===== config.mk =====
export PLATFORM = sky130hd
export DESIGN_NAME = cfg_write_arbiter_flat
export DESIGN_NICKNAME = d
export VERILOG_FILES = /design/src/rtl/cfg_write_arbiter_if.sv /design/src/rtl/cfg_write_arbiter.sv /design/src/flat_wrapper.sv
export SDC_FILE = /design/constraint.sdc
export NUM_CORES = 1
export LEC_CHECK = 0
export CAP_MARGIN = 20
export CORE_MARGIN = 5
export CORE_UTILIZATION = 45
export DETAILED_ROUTE_END_ITERATION = 8
export GPL_TIMING_DRIVEN = 0
export PLACE_DENSITY = 0.79
export SLEW_MARGIN = 20
export SYNTH_ARGS = -nofsm -noshare
export SYNTH_HDL_FRONTEND = slang
export SYNTH_SLANG_ARGS = --single-unit
export TNS_END_PERCENT = 1

===== constraint.sdc =====
create_clock -name clk -period 2.6 [get_ports clk]
set_input_delay 0.39 -clock clk [delete_from_list [all_inputs] [get_ports clk]]
set_output_delay 0.39 -clock clk [all_outputs]
set_load 0.02 [all_outputs]

===== src/rtl/cfg_write_arbiter_if.sv =====
// Write-request bundle between the two config requesters and the arbiter.
// master = requester side, slave = arbiter side.
interface cfg_write_arbiter_if #(
    parameter int ADDR_W = 7,
    parameter int DATA_W = 8
);
    logic              p0_valid;
    logic [ADDR_W-1:0] p0_addr;
    logic [DATA_W-1:0] p0_data;
    logic              p0_ready;
    logic              p1_valid;
    logic [ADDR_W-1:0] p1_addr;
    logic [DATA_W-1:0] p1_data;
    logic              p1_ready;

    modport master (
        output p0_valid, p0_addr, p0_data, p1_valid, p1_addr, p1_data,
        input  p0_ready, p1_ready
    );

    modport slave (
        input  p0_valid, p0_addr, p0_data, p1_valid, p1_addr, p1_data,
        output p0_ready, p1_ready
    );
endinterface


===== src/rtl/cfg_write_arbiter.sv =====
// Round-robin write arbiter owning the config register bank (SPI port 0, host port 1).
// Optional CFG_ARB_LOCK_EN adds a port-1-only lock register at address NUM_REGS.
module cfg_write_arbiter #(
    parameter int NUM_REGS = 5,
    parameter int ADDR_W   = 7,
    parameter int DATA_W   = 8
) (
    input  logic                       clk,
    input  logic                       rst,
    cfg_write_arbiter_if.slave         wr,
    output logic [NUM_REGS*DATA_W-1:0] cfg_regs,
    output logic                       wr_err,
    output logic                       busy
);
    typedef enum logic [1:0] {IDLE, ACCEPT, COMMIT} state_t;

    state_t            state, state_nxt;
    logic              fav_p1;
    logic              win_p1;
    logic [ADDR_W-1:0] addr_q;
    logic [DATA_W-1:0] data_q;
    logic [DATA_W-1:0] regs [NUM_REGS];
    logic              any_valid, grant_p1, hit, drop;

    assign any_valid = wr.p0_valid | wr.p1_valid;
    assign grant_p1  = wr.p1_valid & (~wr.p0_valid | fav_p1);
    // Full-width compare: an address like 0x45 must not alias onto a real register.
    assign hit       = addr_q < ADDR_W'(NUM_REGS);

`ifdef CFG_ARB_LOCK_EN
    logic lock_q;
    logic lock_wr;

    assign lock_wr = win_p1 & (addr_q == ADDR_W'(NUM_REGS));
    assign drop    = ~lock_wr & (~hit | (~win_p1 & lock_q));

    always_ff @(posedge clk) begin
        if (rst)
            lock_q <= 1'b0;
        else if (state == COMMIT && lock_wr)
            lock_q <= data_q[0];
    end
`else
    assign drop = ~hit;
`endif

    always_ff @(posedge clk) begin
        if (rst) state <= IDLE;
        else     state <= state_nxt;
    end

    always_comb begin
        state_nxt = state;
        case (state)
            IDLE:    if (any_valid) state_nxt = ACCEPT;
            ACCEPT:  state_nxt = COMMIT;
            COMMIT:  state_nxt = IDLE;
            default: state_nxt = IDLE;
        endcase
    end

    always_comb begin
        wr.p0_ready = 1'b0;
        wr.p1_ready = 1'b0;
        wr_err      = 1'b0;
        busy        = (state != IDLE);
        case (state)
            ACCEPT: begin
                wr.p0_ready = ~win_p1;
                wr.p1_ready = win_p1;
            end
            COMMIT:  wr_err = drop;
            default: ;
        endcase
    end

    always_ff @(posedge clk) begin
        if (rst) begin
            fav_p1 <= 1'b0;
            win_p1 <= 1'b0;
            addr_q <= '0;
            data_q <= '0;
        end else begin
            if (state == IDLE && any_valid) begin
                win_p1 <= grant_p1;
                addr_q <= grant_p1 ? wr.p1_addr : wr.p0_addr;
                data_q <= grant_p1 ? wr.p1_data : wr.p0_data;
            end
            if (state == ACCEPT)
                fav_p1 <= ~win_p1;
        end
    end

    always_ff @(posedge clk) begin
        if (rst) begin
            for (int k = 0; k < NUM_REGS; k++) regs[k] <= '0;
        end else if (state == COMMIT && !drop) begin
            for (int k = 0; k < NUM_REGS; k++)
                if (addr_q == ADDR_W'(k)) regs[k] <= data_q;
        end
    end

    for (genvar k = 0; k < NUM_REGS; k++) begin : g_out
        assign cfg_regs[k*DATA_W +: DATA_W] = regs[k];
    end
endmodule


===== src/flat_wrapper.sv =====
// flat-port wrapper written by rule: the top's interface ports become plain ports
module cfg_write_arbiter_flat 
#(
    parameter int NUM_REGS = 5,
    parameter int ADDR_W   = 7,
    parameter int DATA_W   = 8
)
  (clk, rst, cfg_regs, wr_err, busy, wr_p0_valid, wr_p0_addr, wr_p0_data, wr_p1_valid, wr_p1_addr, wr_p1_data, wr_p0_ready, wr_p1_ready);
  cfg_write_arbiter_if #(.ADDR_W(ADDR_W), .DATA_W(DATA_W)) wr_i ();
  input  logic clk;
  input  logic rst;
  output logic [NUM_REGS*DATA_W-1:0] cfg_regs;
  output logic wr_err;
  output logic busy;
  input wire logic [$bits(wr_i.p0_valid)-1:0] wr_p0_valid;
  input wire logic [$bits(wr_i.p0_addr)-1:0] wr_p0_addr;
  input wire logic [$bits(wr_i.p0_data)-1:0] wr_p0_data;
  input wire logic [$bits(wr_i.p1_valid)-1:0] wr_p1_valid;
  input wire logic [$bits(wr_i.p1_addr)-1:0] wr_p1_addr;
  input wire logic [$bits(wr_i.p1_data)-1:0] wr_p1_data;
  output wire logic [$bits(wr_i.p0_ready)-1:0] wr_p0_ready;
  output wire logic [$bits(wr_i.p1_ready)-1:0] wr_p1_ready;
  assign wr_i.p0_valid = wr_p0_valid;
  assign wr_i.p0_addr = wr_p0_addr;
  assign wr_i.p0_data = wr_p0_data;
  assign wr_i.p1_valid = wr_p1_valid;
  assign wr_i.p1_addr = wr_p1_addr;
  assign wr_i.p1_data = wr_p1_data;
  assign wr_p0_ready = wr_i.p0_ready;
  assign wr_p1_ready = wr_i.p1_ready;
  cfg_write_arbiter #(.NUM_REGS(NUM_REGS), .ADDR_W(ADDR_W), .DATA_W(DATA_W)) u_core (.clk(clk), .rst(rst), .wr(wr_i), .cfg_regs(cfg_regs), .wr_err(wr_err), .busy(busy));
endmodule

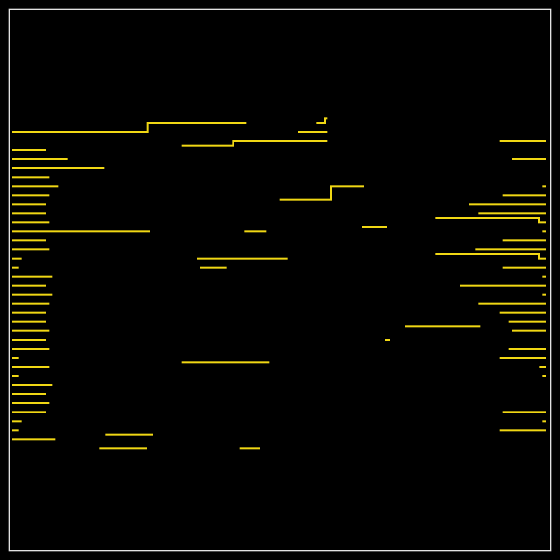
run_1/m3.png
nets with wire on the layer: 69
wire length on this layer: 479 um
longest straight run: 20.5 um
main direction: horizontal
share of all routed wire: 10%

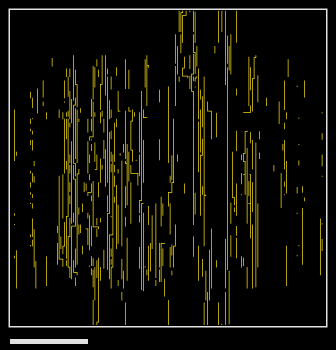
run_1/m2.png
Bar = 20 um.
wire length on this layer: 2180 um
longest straight run: 52.0 um
met2 global-route usage: 0.236
total via count after detailed routing: 1686
wirelength, routed: 4810 um

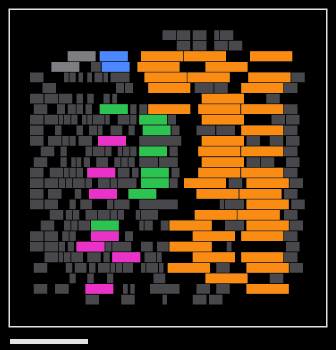
run_1/ff_map.png
Bar = 20 um. Other sequential cells in the stronger grey, the rest of the logic in the fainter grey.
legend:
  blue:
    netlist_name: u_core.state
    flops: 2
  magenta:
    netlist_name: u_core.addr_q
    flops: 7
  orange:
    netlist_name: u_core.regs
    flops: 40
  green:
    netlist_name: u_core.data_q
    flops: 8
    where: centre
not coloured: 2

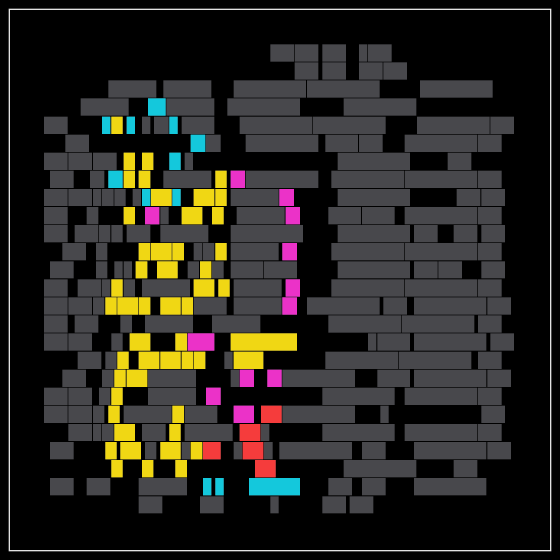
run_1/gates.png
legend:
  yellow:
    family: aoi and oai cells
    cells: 50
    most_used: a21oi_1
  magenta:
    family: and/or cells
    cells: 12
    most_used: and2_1
    where: centre
  cyan:
    family: nor cells
    cells: 12
    most_used: nor2_1
  red:
    family: non-inverting ao/oa cells
    cells: 5
    most_used: a31o_2
    where: south
number of non-filler instances in the completed layout: 337
commonest non-fill, non-tap cell in the layout: sky130_fd_sc_hd__clkdlybuf4s50_1
Comb/total area: 0.191

==> results_slide.txt, run 1 <==
Key Metrics from the Run

Outcome
  • Result of the run: completed

Critical path
  • Number of stages on the worst setup path: 4
  • Standard cell with the maximum stage delay on the critical path: sky130_fd_sc_hd__or4_4
  • Worst Path Buf+Inv: 1
  • Critical path startpoint category: register

Final timing
  • Hold Fails Final Rpt: 0
  • Worst hold margin: 0.457 ns
  • Highest clock frequency the design can meet: 0.429 GHz
  • Period utilization: 0.897
  • Post-layout min period: 2.33 ns

Finish
  • Max FFs per register: 40
  • Area added between synthesis and finish: 45.1%
  • Flip-flops: 59
  • Count of clock-net buffers in the final layout: 13
  • Largest reg by FF count: u_core.regs
  • Clock buf/inv share: 0.0566
  • NumNets Final: 296
  • Share of cell area taken by flip-flops and latches: 0.477

Power and ir drop
  • Maximum vdd ir drop: 0.330 mV
  • Power dissipated in sequential cells: 1.09 mW
  • Combinational gate power: 312 uW
  • Leakage power: 1.16 nW

Place
  • GP Congestion: 0.892
  • Number of placed instances with taps included: 321

Route
  • Initial DRT Pass Iterations: 4
  • Uppermost layer routed: met4
  • DRC viols: 0

Worst hold path
  • Type of the worst min-delay path: input port to register

Synth
  • Yosys cell types: 25
  • Dominant kind of combinational cell: AND-OR/OR-AND gates
  • Most used standard cell by instance count after synthesis: sky130_fd_sc_hd__edfxtp_1
  • Top cells by count: sky130_fd_sc_hd__edfxtp_1 (40), sky130_fd_sc_hd__dfxtp_1 (19), sky130_fd_sc_hd__a21oi_1 (17), sky130_fd_sc_hd__nand3_1 (16), sky130_fd_sc_hd__o21ai_0 (16)
  • Prevailing post-synth register cell: sky130_fd_sc_hd__edfxtp_1
  • And-or/or-and share of the synthesized area: 0.164
  • Post-synth ARST share: 0

Clock tree
  • Worst skew pair latency: 0.32 ns
  • Resized cells post-CTS: 0
  • Count of hold-fix buffers inserted at cts: 0

GRT
  • GR Layer Usage met1: 0.210

Flow run
  • Max-capacitance violation count: 0

Floorplan
  • Total number of placement rows: 26
run_1/congestion_map.png
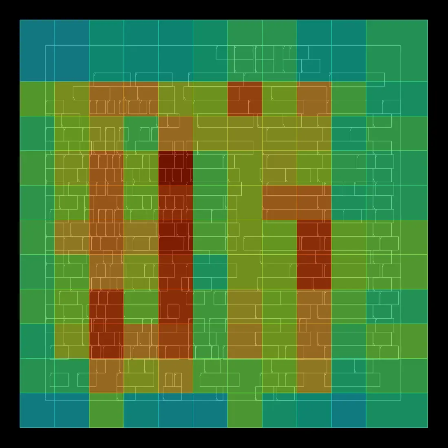

--- run 2 (diff from run 1) ---
--- a/config.mk
+++ b/config.mk
@@ -7,10 +7,10 @@
 export LEC_CHECK = 0
 export CAP_MARGIN = 20
 export CORE_MARGIN = 5
-export CORE_UTILIZATION = 45
+export CORE_UTILIZATION = 25
 export DETAILED_ROUTE_END_ITERATION = 8
 export GPL_TIMING_DRIVEN = 0
-export PLACE_DENSITY = 0.79
+export REMOVE_ABC_BUFFERS = 1
 export SLEW_MARGIN = 20
 export SYNTH_ARGS = -nofsm -noshare
 export SYNTH_HDL_FRONTEND = slang
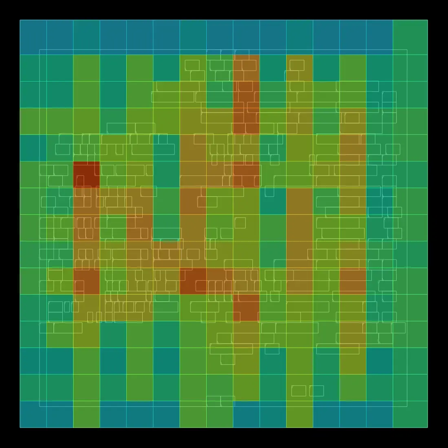
run_2/congestion_map.png
fraction of met3 tracks used by global routing: 0.0458
met2 global-route usage: 0.183
most heavily used metal layer in global routing: met2
GR Layer Usage met1: 0.112

==> run 2 against run 1 <==
Non-clock buffer count down 10. Critical path depth down 1. Sequential cell count unchanged. Synthesized area unchanged. Via count down 0.30%. Sequential power about the same. Wire length up 23%. Clock power up 14%. Maximum frequency down 5.0%. Combinational power about the same. Final cell count up 8.3%.
==> results_slide.txt, run 2 <==
Key Metrics from the Run

Finish
  • Number of non-filler instances in the completed layout: 365
  • Max FFs per register: 40
  • Share of cell area taken by flip-flops and latches: 0.471
  • Count of clock-net buffers in the final layout: 11
  • Flip-flops: 59
  • Largest reg by FF count: u_core.regs
  • Core utilization of the finished layout: 0.382
  • Area added between synthesis and finish: 47.0%
  • Clock buf/inv share: 0.0622
  • Commonest non-fill, non-tap cell in the layout: sky130_fd_sc_hd__clkdlybuf4s50_1

Synth
  • Post-synth ARST share: 0
  • Most used standard cell by instance count after synthesis: sky130_fd_sc_hd__edfxtp_1
  • Dominant kind of combinational cell: AND-OR/OR-AND gates
  • Prevailing post-synth register cell: sky130_fd_sc_hd__edfxtp_1
  • Top cells by count: sky130_fd_sc_hd__edfxtp_1 (40), sky130_fd_sc_hd__dfxtp_1 (19), sky130_fd_sc_hd__a21oi_1 (17), sky130_fd_sc_hd__nand3_1 (16), sky130_fd_sc_hd__o21ai_0 (16)
  • Yosys cell types: 25
  • And-or/or-and share of the synthesized area: 0.164
  • Cell area after synthesis: 2280 um2

Floorplan
  • Total number of placement rows: 34

Route
  • DRC viols: 0
  • Wirelength, routed: 5890 um
  • Total via count after detailed routing: 1681
  • Uppermost layer routed: met4
  • Met3 wirelength from detailed routing: 466 um
  • Initial DRT Pass Iterations: 4

Worst hold path
  • Type of the worst min-delay path: register to register

Place
  • Number of placed instances with taps included: 349

Critical path
  • Largest fanout on the critical path: 17
  • Number of stages on the worst setup path: 3
  • Standard cell with the maximum stage delay on the critical path: sky130_fd_sc_hd__nor2_2
  • Worst Path Buf+Inv: 2
  • Critical path startpoint category: register

Final timing
  • Period utilization: 0.944
  • Hold Fails Final Rpt: 0
  • Max Clock Skew: 0.00501 ns
  • Post-layout min period: 2.45 ns

Power and ir drop
  • Maximum vdd ir drop: 0.252 mV
  • Combinational gate power: 313 uW
  • Leakage power: 1.16 nW
  • Switching share of power: 0.238
  • Power dissipated in sequential cells: 1.09 mW

Clock tree
  • H-tree depth reported by CTS: 3
  • Worst skew pair latency: 0.33 ns
  • Clock tree from TritonCTS: yes
  • Count of hold-fix buffers inserted at cts: 0
  • Resized cells post-CTS: 0

Outcome
  • Result of the run: completed

GRT
  • Initial antenna violation count: 0

Flow run
  • Tool warnings: 25
Power and IR drop assume default switching activity.
